Figure 1. Met3 routing.
(1 px per um)
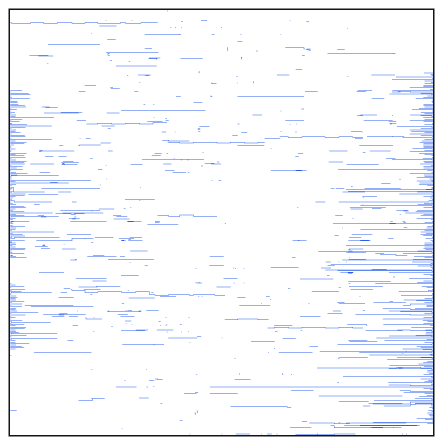
Figure 2. Placement by cell class.
(1 px per um) Fill, decap, tap and diode cells in grey.
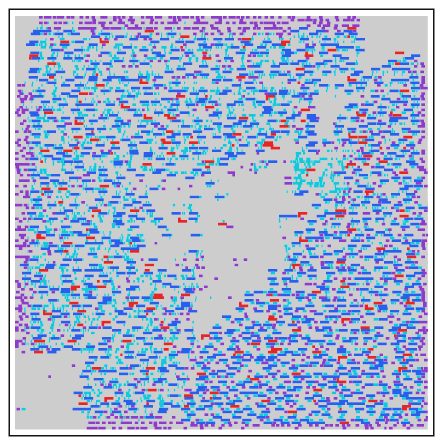
Figure 3. Routing congestion map.
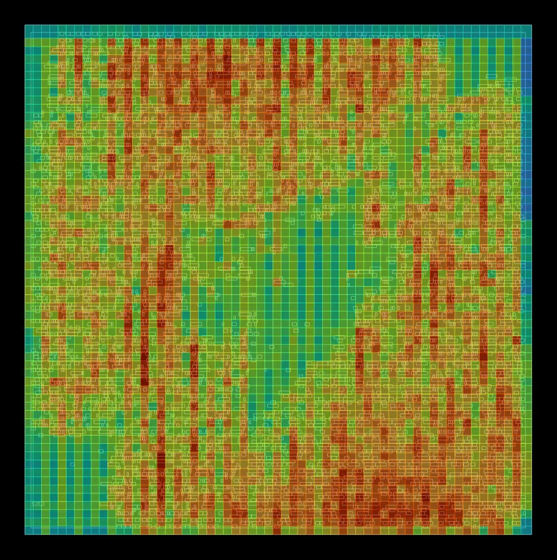
==> config.mk <==
export PLATFORM = sky130hd
export DESIGN_NAME = encoder_stream_adapter
export DESIGN_NICKNAME = d
export VERILOG_FILES = /design/src/rtl/transformer_pkg.sv /design/src/rtl/encoder_stream_adapter.sv
export SDC_FILE = /design/constraint.sdc
export NUM_CORES = 2
export LEC_CHECK = 0
export CAP_MARGIN = 10
export CORE_AREA = 5 5 418 420
export CTS_BUF_LIST = sky130_fd_sc_hd__clkbuf_4 sky130_fd_sc_hd__clkbuf_8 sky130_fd_sc_hd__clkbuf_16
export CTS_CLUSTER_SIZE = 24
export DETAILED_ROUTE_END_ITERATION = 12
export DIE_AREA = 0 0 423 425
export PLACE_DENSITY_LB_ADDON = 0.08
export SLEW_MARGIN = 20
export SYNTH_ARGS = -nofsm -noshare
export SYNTH_HDL_FRONTEND = slang
export SYNTH_SLANG_ARGS = --single-unit
export TNS_END_PERCENT = 20
==> constraint.sdc <==
create_clock -name clk -period 44.3 [get_ports clk]
set_input_delay 13.29 -clock clk [delete_from_list [all_inputs] [get_ports clk]]
set_output_delay 13.29 -clock clk [all_outputs]
set_load 0.02 [all_outputs]
==> notes.md <==
Item: results of the latest flow run.

- The run finished with clean final reports.
- The transition time at the pin with the least slew margin is 1.17 ns.
- STA classifies the critical path startpoint as a primary input.
- The instance tally after logic synthesis is between 4000 and 5000.
- The kind of cell with the highest combined delay along the critical path is buffers and inverters.
- OpenROAD reports that the post-layout worst path occupies roughly two fifths of the period.
- The number of hold-repair buffers added at the cts stage is 0.
- Across all setup checks in the final design, the least slack found is about 27 ns.
- The maximum achievable frequency is about 57 MHz.
- The worst voltage drop across the vdd grid is between 0.04 and 0.05 mV.
- The post-route netlist has about 15% of its cells at a drive strength greater than 1.
- The count of unique library cells instantiated by Yosys is about 62.
- The count of buffering cells on the critical path with inverters included is 3.
- Setup repair after global routing left no endpoint under its margin.
- The per-instance average area after synthesis is 9.55 um^2.
- The iteration count of the initial detailed-routing pass is 5.
- The largest stage delay on the critical path is 0.91 ns.
- The net switching power figure is 1.30 mW.
- The number of buffers added for setup after CTS is 0.
- Detailed placement finished with a half-perimeter wire length of 165 mm.
- The overall die size recorded for this design is roughly 180000 um^2.
- The report counts max-capacitance violations totalling 0.
- After clock tree synthesis, the clock-pin slew on the worst setup and hold paths is ~0.06 ns.
- The chip area from the yosys synthesis statistics is about 46000 um^2.
- For the final database, setup skew stands at between 0.03 and 0.04 ns.
- The wire length of the first global-routing pass is between 300 and 400 mm.
- The switching power share of the total is between 30% and 40%.
- The clock net sink count is 1055.
- The cell sequence reported for the critical path is clkdlybuf4s50_1 -> nand4bb_1 -> a211o_1 -> o211ai_4 -> buf_12 -> buf_4 -> nand3_1 -> a32oi_1 -> o22ai_1 -> or4_1.
- The synthesized netlist was found by Yosys to have about 4800 cells.
- The net count entering floorplan is between 5000 and 6000.
- The cell area that synthesis handed to floorplanning was between 40000 and 50000 um^2.
- The number of pins exceeding their max-slew limit in the final report is 0.
- Looking at the power breakdown, combinational cells take 33.9% of the total.
- The library cell used as clock root buffer is sky130_fd_sc_hd__clkbuf_16.
- Of the total power, the clock network draws a little under a third.
- The flow reported a cell area power density of approximately 57 nW/um^2.
- The pre-CTS worst setup slack is approximately 26 ns.
- For this run, design rule violations remaining after detail routing come to 0.
- The pin count of the biggest net entering global routing is between 150 and 200.
- The flow reports that sequential cells draw between 30 and 40% of the design power.
- Warnings reported by Yosys during synthesis add up to 0.
- The register-to-register setup slack is just under 40 ns.
- The share of the yosys chip area belonging to registers is between 50% and 60%.
- The highest fanout seen on the critical path is approximately 170.
- The critical setup path kind is primary input to flop.
- The total grt overflow is 0.
- The number of hold violations in the final report is 0.
- Leaving out fill and tap cells, the most frequent cell in the layout is sky130_fd_sc_hd__nand2_1.
- The final sum of negative setup slack is 0 ns.
- The number of gates resized after CTS was 0.
- The post-synthesis async set-or-reset flop share is 100%.
- The setup violation total in the final timing report is 0.
- The post-route minimum period is roughly 17 ns.
- The clock passes through at most 3 buffers.
- The total CTS buffers is 134.
- The final net count is approximately 6300.
- The clock latency at the later pin of the worst-skew pair is 0.76 ns.
- Checking max transition, the worst relative margin is 22.2%.
- TritonCTS built the clock tree.
- Counting cells, the worst reg-to-reg path comes to 11.
- At the worst endpoint, the required time is around 45 ns.
- In this run the worst hold path is classified as flop to flop.
- The worst-case hold slack is approximately 0.46 ns.
- Ranking logic cells in the layout by count gives the top entries sky130_fd_sc_hd__nand2_1 (2033), sky130_fd_sc_hd__dfrtp_1 (1054), sky130_fd_sc_hd__clkdlybuf4s50_1 (1052).
- The via-per-instance ratio is a little under 5.
- The depth of the worst hold-timing path is 2.
- The leakage power is roughly 29 nW.
- The count of library flops with an enable pin is 0.
- The synthesis-to-layout area growth is 37.7%.
- The cell with the largest stage delay on the worst path is sky130_fd_sc_hd__buf_4.
- Per the OpenROAD floorplan log, the height of the die is roughly 430 um.
- The arrival time at the worst endpoint is approximately 18 ns.
- The initial utilization of the core area, before any placement, comes to between 20 and 30%.
- The initial antenna violation count was about 53.
- Per the gpl log, the routability congestion estimate is 0.813.
- For this design the top-level I/O count stands at 1069.
- In this run the tool buffered the top-level ports with about 1100 buffer cells.
- The synthesis report names the predominant flop master as sky130_fd_sc_hd__dfrtp_1.
- The power report lists cell-internal power as around 2.3 mW.
- The instance count on the critical path is 10.
- The worst setup path is captured at a flop.
## Picture notes: Figure 1
nets with wire on the layer: 661
longest straight run: 223 um
wire length on this layer: 13000 um
share of all routed wire: 5.8%
main direction: horizontal
total vias in the final route: 38900
Post-Route WL: 225 mm

## Picture notes: Figure 2
[registers] blue | cells: 1055
[clock drivers and dummy loads] red | cells: 236
[remaining buffers and delay cells] purple | cells: 1149
[remaining logic cells] cyan | cells: 3393
number of placement rows: 152
post-layout util: 36.9%
core region area: 171000 um^2
register share of the cell area: 42.0%
fin area: 62900 um^2

## Picture notes: Figure 3
overall routing resource usage: 24.2%
met3 demand-to-capacity share in global routing: 5.66%
global-route track usage on met1: 27.9%
routing layer with the top usage in global route: met2
average wire per cell in the routed design: 27.9 um

==> synthesized netlist by cell type, drive strengths merged, types with 2 or more instances <==
cell type	n	share of area, %
inv	4	0.033
o21ba	128	2.8
and3	8	0.11
mux2	272	6.7
buf	74	1.1
a21oi	234	2.6
or3	4	0.055
or2	130	1.8
and2	4	0.055
nand3b	4	0.066
or4	17	0.29
a22o	16	0.31
and3b	5	0.096
a31oi	2	0.027
a32oi	128	2.5
ha	5	0.14
nand2	2034	17
dfrtp	1054	58
nor4	2	0.041
nor2	23	0.19
nor3	7	0.077
nand2b	4	0.055
clkbuf	261	2.1
nand3	266	2.9
o22ai	64	0.88
a211o	2	0.038
a211oi	4	0.066
o21ai	3	0.041
==> final cells by class <==
class,instances,area [um^2]
Fill cell,17400,108000
Sequential cell,1055,26400
Multi-Input combinational cell,3388,17900
Timing Repair Buffer,1149,11300
Clock buffer,199,4000
Tap cell,2233,2790
Clock inverter,37,405
Antenna cell,14,35.0
Inverter,5,26.3
==> power groups by stage <==
stage          combinational (mW)  clock [mW]  sequential (mW)
2_1_floorplan               0.774           0             1.33
3_3_place_gp                 1.23           0             1.30
3_5_place_dp                 1.23           0             1.31
4_1_cts                      1.24        1.13             1.29
5_1_grt                      1.35        1.16             1.31
6_report                     1.22        1.10             1.29
==> stage by stage <==
stage / power, mW / cell area, um^2 / utilization [%] / std cells
2_1_floorplan: 2.11 / 45700 / - / 4783
3_3_place_gp: 2.53 / 58300 / 34.2 / 7827
3_5_place_dp: 2.54 / 58400 / 34.2 / 7828
4_1_cts: 3.66 / 62800 / 36.8 / 8064
5_1_grt: 3.82 / 62900 / 36.9 / 8076
6_report: 3.61 / 62900 / 36.9 / 8080
==> worst min-delay path, cell delays in order, from the launching register on <==
cell and delay, ns:
sky130_fd_sc_hd__dfrtp_1 0.32, sky130_fd_sc_hd__nand2_1 0.04, sky130_fd_sc_hd__nand2_1 0.07
==> cells by family (layout without fill, tap and decap cells) <==
group / Yosys count / after routing / synth area share, %
AOI/OAI and AO/OA: 594 / 594 / 9.44
xor gates and xnor gates: 1 / 1 / 0.0192
adders and majority gates: 5 / 5 / 0.137
buffers and inverters: 340 / 1390 / 3.28
DFF: 1055 / 1055 / 57.8
muxes: 273 / 273 / 6.73
other: 0 / 14 / 0
and+or+nand+nor: 2515 / 2515 / 22.6
==> layer usage <==
metal  part of all wire, %  wire length, um  track usage [%]  vias up
li1                      -                -                -    17800
met1                    39            86800             27.9    19600
met2                    52           118000             44.0     1149
met3                   5.8            13000             5.66      291
met4                   3.4             7740             8.22       14
met5                 0.045              101                0        -
Power figures rest on the tool's default switching activity, not on a simulated workload.
